`src/rtl/rrv64_core_vec_param_pkg.sv`:
```
// Vector-core parameters shared by the writeback arbiter and its picker.
package rrv64_core_vec_param_pkg;

  localparam int VREG_ADDR_WIDTH    = 5;
  localparam int VFULEN             = 64;
  localparam int VRF_WB_NUM_REQ     = 4;
  localparam int VRF_WB_STALL_LIMIT = 64;

  typedef struct packed {
    logic [VREG_ADDR_WIDTH-1:0] addr;
    logic [VFULEN-1:0]          mask;
    logic [VFULEN-1:0]          data;
  } vrf_wb_req_t;

endpackage

```
`src/rtl/vrf_wb_rr_pick.sv`:
```
// Dual-grant round-robin picker: grant A is the first eligible requester from ptr,
// grant B the next eligible one whose address differs from grant A.
module vrf_wb_rr_pick #(
  parameter int NUM_REQ = 4,
  parameter int ADDR_W  = 5,
  parameter int PTR_W   = (NUM_REQ > 1) ? $clog2(NUM_REQ) : 1
) (
  input  logic [NUM_REQ-1:0]        eligible,
  input  logic [PTR_W-1:0]          ptr,
  input  logic [1:0]                capacity,
  input  logic [NUM_REQ*ADDR_W-1:0] addr,
  output logic [NUM_REQ-1:0]        grant_a,
  output logic [NUM_REQ-1:0]        grant_b,
  output logic                      vld_a,
  output logic                      vld_b
);

  logic [ADDR_W-1:0] addr_a;

  always_comb begin
    grant_a = '0;
    grant_b = '0;
    vld_a   = 1'b0;
    vld_b   = 1'b0;
    addr_a  = '0;
    for (int k = 0; k < NUM_REQ; k++) begin
      int j;
      j = int'(ptr) + k;
      if (j >= NUM_REQ) j = j - NUM_REQ;
      if (eligible[j] && capacity != 2'd0) begin
        if (!vld_a) begin
          vld_a      = 1'b1;
          grant_a[j] = 1'b1;
          addr_a     = addr[j*ADDR_W +: ADDR_W];
        end else if (!vld_b && capacity == 2'd2 &&
                     addr[j*ADDR_W +: ADDR_W] != addr_a) begin
          // same-address followers wait a cycle so WAW order holds
          vld_b      = 1'b1;
          grant_b[j] = 1'b1;
        end
      end
    end
  end

endmodule

```
`src/rtl/vrf_wb_arbiter.sv`:
```
// Shares the two vector-regfile write ports among NUM_REQ writeback requesters,
// holding each winner in an output slot until the regfile takes it.
module vrf_wb_arbiter
  import rrv64_core_vec_param_pkg::*;
#(
  parameter int NUM_REQ     = VRF_WB_NUM_REQ,
  parameter int ADDR_W      = VREG_ADDR_WIDTH,
  parameter int DATA_W      = VFULEN,
  parameter int STALL_LIMIT = VRF_WB_STALL_LIMIT
) (
  input  logic                      clk,
  input  logic                      rst,
  input  logic [NUM_REQ-1:0]        req_vld,
  output logic [NUM_REQ-1:0]        req_rdy,
  input  logic [NUM_REQ*ADDR_W-1:0] req_addr,
  input  logic [NUM_REQ*DATA_W-1:0] req_mask,
  input  logic [NUM_REQ*DATA_W-1:0] req_data,
  output logic                      wr0_vld,
  input  logic                      wr0_conflict,
  output logic [ADDR_W-1:0]         waddr0,
  output logic [DATA_W-1:0]         wmask0,
  output logic [DATA_W-1:0]         wdata0,
  output logic                      wr1_vld,
  input  logic                      wr1_conflict,
  output logic [ADDR_W-1:0]         waddr1,
  output logic [DATA_W-1:0]         wmask1,
  output logic [DATA_W-1:0]         wdata1,
  output logic                      idle,
  output logic                      stall_err
);

  localparam int PTR_W = (NUM_REQ > 1) ? $clog2(NUM_REQ) : 1;
  localparam int CNT_W = $clog2(STALL_LIMIT + 1);

  logic [1:0]        slot_vld_reg;
  logic [ADDR_W-1:0] slot_addr_reg [2];
  logic [DATA_W-1:0] slot_mask_reg [2];
  logic [DATA_W-1:0] slot_data_reg [2];
  logic [CNT_W-1:0]  stall_cnt_reg [2];
  logic              stall_err_reg;
  logic [PTR_W-1:0]  ptr_reg;
  logic [PTR_W-1:0]  ptr_next;

  logic [1:0]         conflict;
  logic [1:0]         slot_free;
  logic [1:0]         slot_blk;
  logic [1:0]         capacity;
  logic [1:0]         load_a;
  logic [1:0]         load_b;
  logic [1:0]         stall_hit;
  logic [NUM_REQ-1:0] eligible;
  logic [NUM_REQ-1:0] grant_a;
  logic [NUM_REQ-1:0] grant_b;
  logic               vld_a;
  logic               vld_b;
  logic [ADDR_W-1:0]  a_addr, b_addr;
  logic [DATA_W-1:0]  a_mask, b_mask, a_data, b_data;
  int                 last_idx;

  assign conflict  = {wr1_conflict, wr0_conflict};
  assign slot_free = ~slot_vld_reg | ~conflict;
  assign slot_blk  = slot_vld_reg & conflict;
  assign capacity  = {1'b0, slot_free[0]} + {1'b0, slot_free[1]};

  // only a slot that is retrying blocks a matching address; a writing slot does not
  generate
    for (genvar gi = 0; gi < NUM_REQ; gi++) begin : g_elig
      assign eligible[gi] = req_vld[gi]
        & ~(slot_blk[0] & (req_addr[gi*ADDR_W +: ADDR_W] == slot_addr_reg[0]))
        & ~(slot_blk[1] & (req_addr[gi*ADDR_W +: ADDR_W] == slot_addr_reg[1]));
    end
  endgenerate

  vrf_wb_rr_pick #(
    .NUM_REQ (NUM_REQ),
    .ADDR_W  (ADDR_W),
    .PTR_W   (PTR_W)
  ) u_pick (
    .eligible (eligible),
    .ptr      (ptr_reg),
    .capacity (capacity),
    .addr     (req_addr),
    .grant_a  (grant_a),
    .grant_b  (grant_b),
    .vld_a    (vld_a),
    .vld_b    (vld_b)
  );

  assign req_rdy = grant_a | grant_b;

  always_comb begin
    a_addr   = '0;
    a_mask   = '0;
    a_data   = '0;
    b_addr   = '0;
    b_mask   = '0;
    b_data   = '0;
    last_idx = 0;
    for (int i = 0; i < NUM_REQ; i++) begin
      if (grant_a[i]) begin
        a_addr = req_addr[i*ADDR_W +: ADDR_W];
        a_mask = req_mask[i*DATA_W +: DATA_W];
        a_data = req_data[i*DATA_W +: DATA_W];
        if (!vld_b) last_idx = i;
      end
      if (grant_b[i]) begin
        b_addr   = req_addr[i*ADDR_W +: ADDR_W];
        b_mask   = req_mask[i*DATA_W +: DATA_W];
        b_data   = req_data[i*DATA_W +: DATA_W];
        last_idx = i;
      end
    end
    ptr_next = ptr_reg;
    if (vld_a) ptr_next = (last_idx == NUM_REQ - 1) ? '0 : PTR_W'(last_idx + 1);
  end

  // grant A takes the lowest freeing slot; B only exists when both slots free
  assign load_a = {vld_a & ~slot_free[0], vld_a & slot_free[0]};
  assign load_b = {vld_b, 1'b0};

  always_comb begin
    stall_hit = 2'b00;
    for (int k = 0; k < 2; k++)
      stall_hit[k] = ~slot_free[k] & (stall_cnt_reg[k] >= CNT_W'(STALL_LIMIT - 1));
  end

  always_ff @(posedge clk or posedge rst) begin
    if (rst) begin
      slot_vld_reg  <= 2'b00;
      stall_err_reg <= 1'b0;
      ptr_reg       <= '0;
      for (int k = 0; k < 2; k++) begin
        slot_addr_reg[k] <= '0;
        slot_mask_reg[k] <= '0;
        slot_data_reg[k] <= '0;
        stall_cnt_reg[k] <= '0;
      end
    end else begin
      for (int k = 0; k < 2; k++) begin
        if (slot_free[k]) begin
          stall_cnt_reg[k] <= '0;
          slot_vld_reg[k]  <= load_a[k] | load_b[k];
          if (load_b[k]) begin
            slot_addr_reg[k] <= b_addr;
            slot_mask_reg[k] <= b_mask;
            slot_data_reg[k] <= b_data;
          end else if (load_a[k]) begin
            slot_addr_reg[k] <= a_addr;
            slot_mask_reg[k] <= a_mask;
            slot_data_reg[k] <= a_data;
          end
        end else if (stall_cnt_reg[k] != CNT_W'(STALL_LIMIT)) begin
          stall_cnt_reg[k] <= stall_cnt_reg[k] + 1'b1;
        end
      end
      if (|stall_hit) stall_err_reg <= 1'b1;
      ptr_reg <= ptr_next;
    end
  end

  assign wr0_vld   = slot_vld_reg[0];
  assign waddr0    = slot_addr_reg[0];
  assign wmask0    = slot_mask_reg[0];
  assign wdata0    = slot_data_reg[0];
  assign wr1_vld   = slot_vld_reg[1];
  assign waddr1    = slot_addr_reg[1];
  assign wmask1    = slot_mask_reg[1];
  assign wdata1    = slot_data_reg[1];
  assign idle      = ~slot_vld_reg[0] & ~slot_vld_reg[1] & ~|req_vld;
  assign stall_err = stall_err_reg;

endmodule

```
`config.mk`:
```
export PLATFORM = sky130hd
export DESIGN_NAME = vrf_wb_arbiter
export DESIGN_NICKNAME = d
export VERILOG_FILES = /design/src/rtl/rrv64_core_vec_param_pkg.sv /design/src/rtl/vrf_wb_rr_pick.sv /design/src/rtl/vrf_wb_arbiter.sv
export SDC_FILE = /design/constraint.sdc
export NUM_CORES = 1
export LEC_CHECK = 0
export ABC_AREA = 1
export CORE_AREA = 8 8 313 315
export DETAILED_ROUTE_END_ITERATION = 10
export DIE_AREA = 0 0 321 323
export PLACE_DENSITY_LB_ADDON = 0.1
export SYNTH_ARGS = -nofsm -noshare
export SYNTH_HDL_FRONTEND = slang
export SYNTH_HIERARCHICAL = 1
export SYNTH_SLANG_ARGS = --single-unit
```
`constraint.sdc`:
```
create_clock -name clk -period 12.67 [get_ports clk]
set_clock_uncertainty 0.15 [all_clocks]
set_input_delay 2.534 -clock clk [delete_from_list [all_inputs] [get_ports clk]]
set_output_delay 2.534 -clock clk [all_outputs]
set_load 0.03 [all_outputs]
```
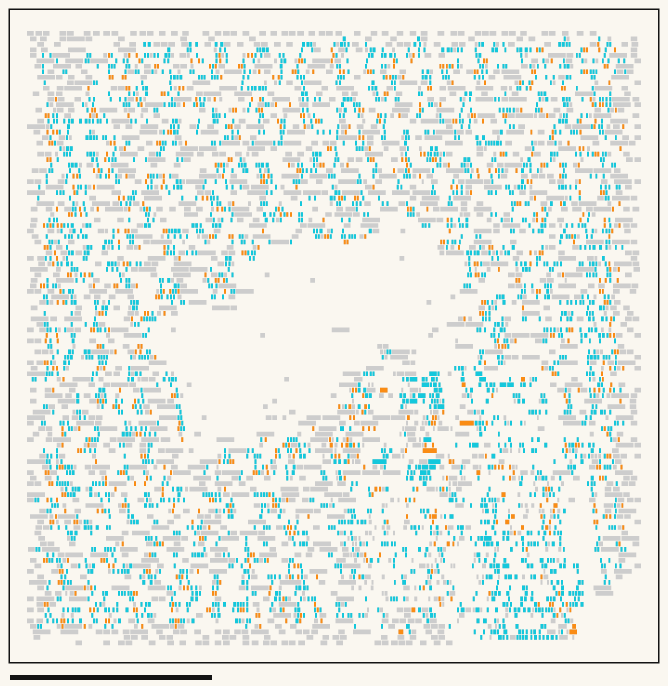
*Logic cells by family*
Scale bar: 100 um.
colour	family	cells	where
cyan	NAND gates	2603	spread over the die
orange	NOR gates	749	spread over the die
tally of non-filler cells in the final layout: 6532
logic share of the area: 46.4%

==> ds_physical_params.txt <==
Physical design parameters

Parameter                              Value

Min path
  Worst hold endpoint .................. wdata1[26]

STA
  Time the final worst path needs with I/O delays and setup .................. 10.32 ns
  Slew HR .................. -10.8%
  Setup total negative slack .................. 0 ns
  Worst-margin pin slew .................. 1.66 ns
  Final Max-Slew Violation Tally .................. 62
  Final period utilization .................. 81.5%

Synthesis
  Yosys xor share .................. 0.407%
  Yosys reg bits .................. 285
  Synthesis Warnings .................. 6
  Post-synthesis instance area .................. 25800 um2

Outcome
  Violated checks .................. slew limit
  Result of the run .................. finished with violations

Detailed routing
  First-pass iteration count of the detailed router .................. 5
  Via density per instance .................. 5.08
  # DRC .................. 0
  Tally of nets with antenna violations remaining after routing .................. 0

Flow run
  Tool warning count .................. 50

Clock network
  Clk root buf .................. sky130_fd_sc_hd__clkbuf_16
  Number of buffers created by CTS .................. 42

Global routing
  Number of global-route vias before repair .................. 31003
  Largest net degree at the start of global routing .................. 193

Worst setup path
  Number of stages on the worst setup path .................. 24
  Top cell by count, worst path .................. sky130_fd_sc_hd__nand2_1
  Critical register-to-register path startpoint .................. ptr_reg[1]
  Critical Path, Cell by Cell .................. clkdlybuf4s50_1, inv_1, o21ai_0, nor2_1, nand3_1, nand2_1, nor2_1, nand2_1, nand3_1, nand3_2, nand2_4, nor2_8, inv_2, nand3_1, nand2_1, nand2_1, nand2_1, nor2_1, a21oi_2, nand3_1, nand2_4, inv_6, nand2_1, clkdlybuf4s50_1
  WP data arrival .................. 7.64 ns

Power
  Power density normalized to cell area .................. 360 nW/um2
  Group drawing the most power .................. combinational logic
  Combinational share of power .................. 77.8%
  Sequential group share of total power .................. 12.8%
  Power of the combinational group .................. 10.0 mW

Cells and area
  Filler Cell Count .................. 10251

Die
  Row cnt .................. 112
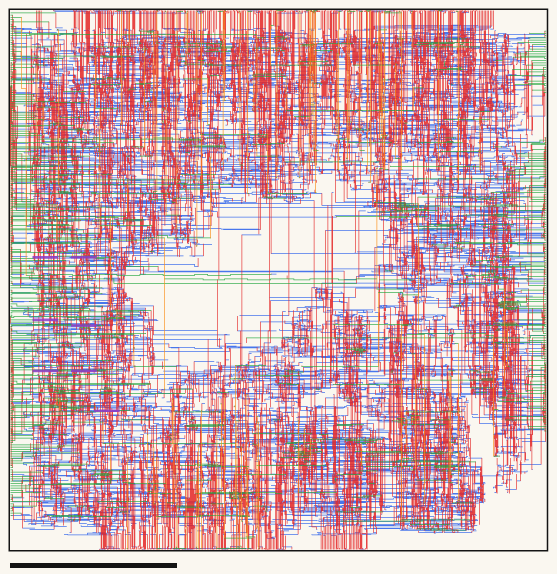
*Routed metal, one colour a layer*
Scale bar: 100 um.
colour	layer	wire length
green	met3	12900 um
purple	met5	96.6 um
red	met2	72.6 mm
orange	met4	6360 um
blue	met1	61.9 mm
number of vias in the routed layout: 33205
global-route usage over all layers: 27.9%
detailed-route wire length per cell: 23.5 um
total wire length after detailed routing: 154000 um

## final cells by class
| cell class | count | share of cell area, % |
|---|---|---|
| Antenna cell | 38 | 0.266 |
| Clock buffer | 56 | 3.34 |
| Clock inverter | 18 | 0.468 |
| Inverter | 137 | 1.57 |
| Multi-Input combinational cell | 3893 | 46.4 |
| Sequential cell | 285 | 19.9 |
| Tap cell | 1254 | 4.38 |
| Timing Repair Buffer | 851 | 23.7 |
## synth_stat cells (2+ instances only)
cell type / count / area, um2
sky130_fd_sc_hd__nor3b_1: 2 / 15.0
sky130_fd_sc_hd__nor3_1: 10 / 50.1
sky130_fd_sc_hd__o2111ai_1: 2 / 17.5
sky130_fd_sc_hd__buf_2: 131 / 656
sky130_fd_sc_hd__inv_4: 3 / 18.8
sky130_fd_sc_hd__buf_4: 38 / 285
sky130_fd_sc_hd__nor2_1: 724 / 2720
sky130_fd_sc_hd__a21oi_2: 2 / 17.5
sky130_fd_sc_hd__nand3_1: 394 / 1970
sky130_fd_sc_hd__o22ai_1: 7 / 43.8
sky130_fd_sc_hd__nand2_1: 2165 / 8130
sky130_fd_sc_hd__nor2_8: 2 / 40.0
sky130_fd_sc_hd__inv_2: 18 / 67.6
sky130_fd_sc_hd__o21ai_1: 9 / 45.0
sky130_fd_sc_hd__inv_1: 114 / 428
sky130_fd_sc_hd__xnor2_1: 6 / 52.6
sky130_fd_sc_hd__ha_1: 19 / 238
sky130_fd_sc_hd__xor2_1: 6 / 52.6
sky130_fd_sc_hd__or2_1: 3 / 18.8
sky130_fd_sc_hd__buf_1: 22 / 82.6
sky130_fd_sc_hd__nor2_2: 8 / 50.1
sky130_fd_sc_hd__or2_2: 2 / 12.5
sky130_fd_sc_hd__o21ai_0: 37 / 185
sky130_fd_sc_hd__o31ai_1: 2 / 15.0
sky130_fd_sc_hd__o21ai_2: 4 / 35.0
sky130_fd_sc_hd__clkbuf_1: 92 / 345
sky130_fd_sc_hd__nand2_4: 3 / 33.8
sky130_fd_sc_hd__o211ai_1: 2 / 15.0
sky130_fd_sc_hd__nand4_1: 9 / 56.3
sky130_fd_sc_hd__a31oi_1: 134 / 838
sky130_fd_sc_hd__nand3_2: 10 / 100
sky130_fd_sc_hd__nor2_4: 2 / 22.5
sky130_fd_sc_hd__nand2_2: 20 / 125
sky130_fd_sc_hd__o21bai_1: 2 / 15.0
sky130_fd_sc_hd__dfrtp_1: 285 / 7130
sky130_fd_sc_hd__buf_6: 26 / 293
sky130_fd_sc_hd__a21oi_1: 295 / 1480
## routing by layer
| layer | vias up | routed length [um] | track usage (%) |
|---|---|---|---|
| li1 | 15877 | - | - |
| met1 | 15670 | 61900 | 34.2 |
| met2 | 1399 | 72600 | 46.4 |
| met3 | 245 | 12900 | 7.30 |
| met4 | 14 | 6360 | 11.4 |
| met5 | - | 96 | 0 |
## layout by cell type (no fill, tap or decap), drive strengths merged, types with 6 or more instances in the layout
master,instances
nor3,10
nand3,405
clkdlybuf4s50,813
nor2,736
diode,38
nand4,9
a21oi,297
xnor2,6
xor2,6
nand2,2188
buf,38
a31oi,134
clkbuf,56
ha,19
inv,138
o21ai,50
dfrtp,285
o22ai,7
clkinv,13
No activity file was given, so power comes from the tool's default toggle rates.
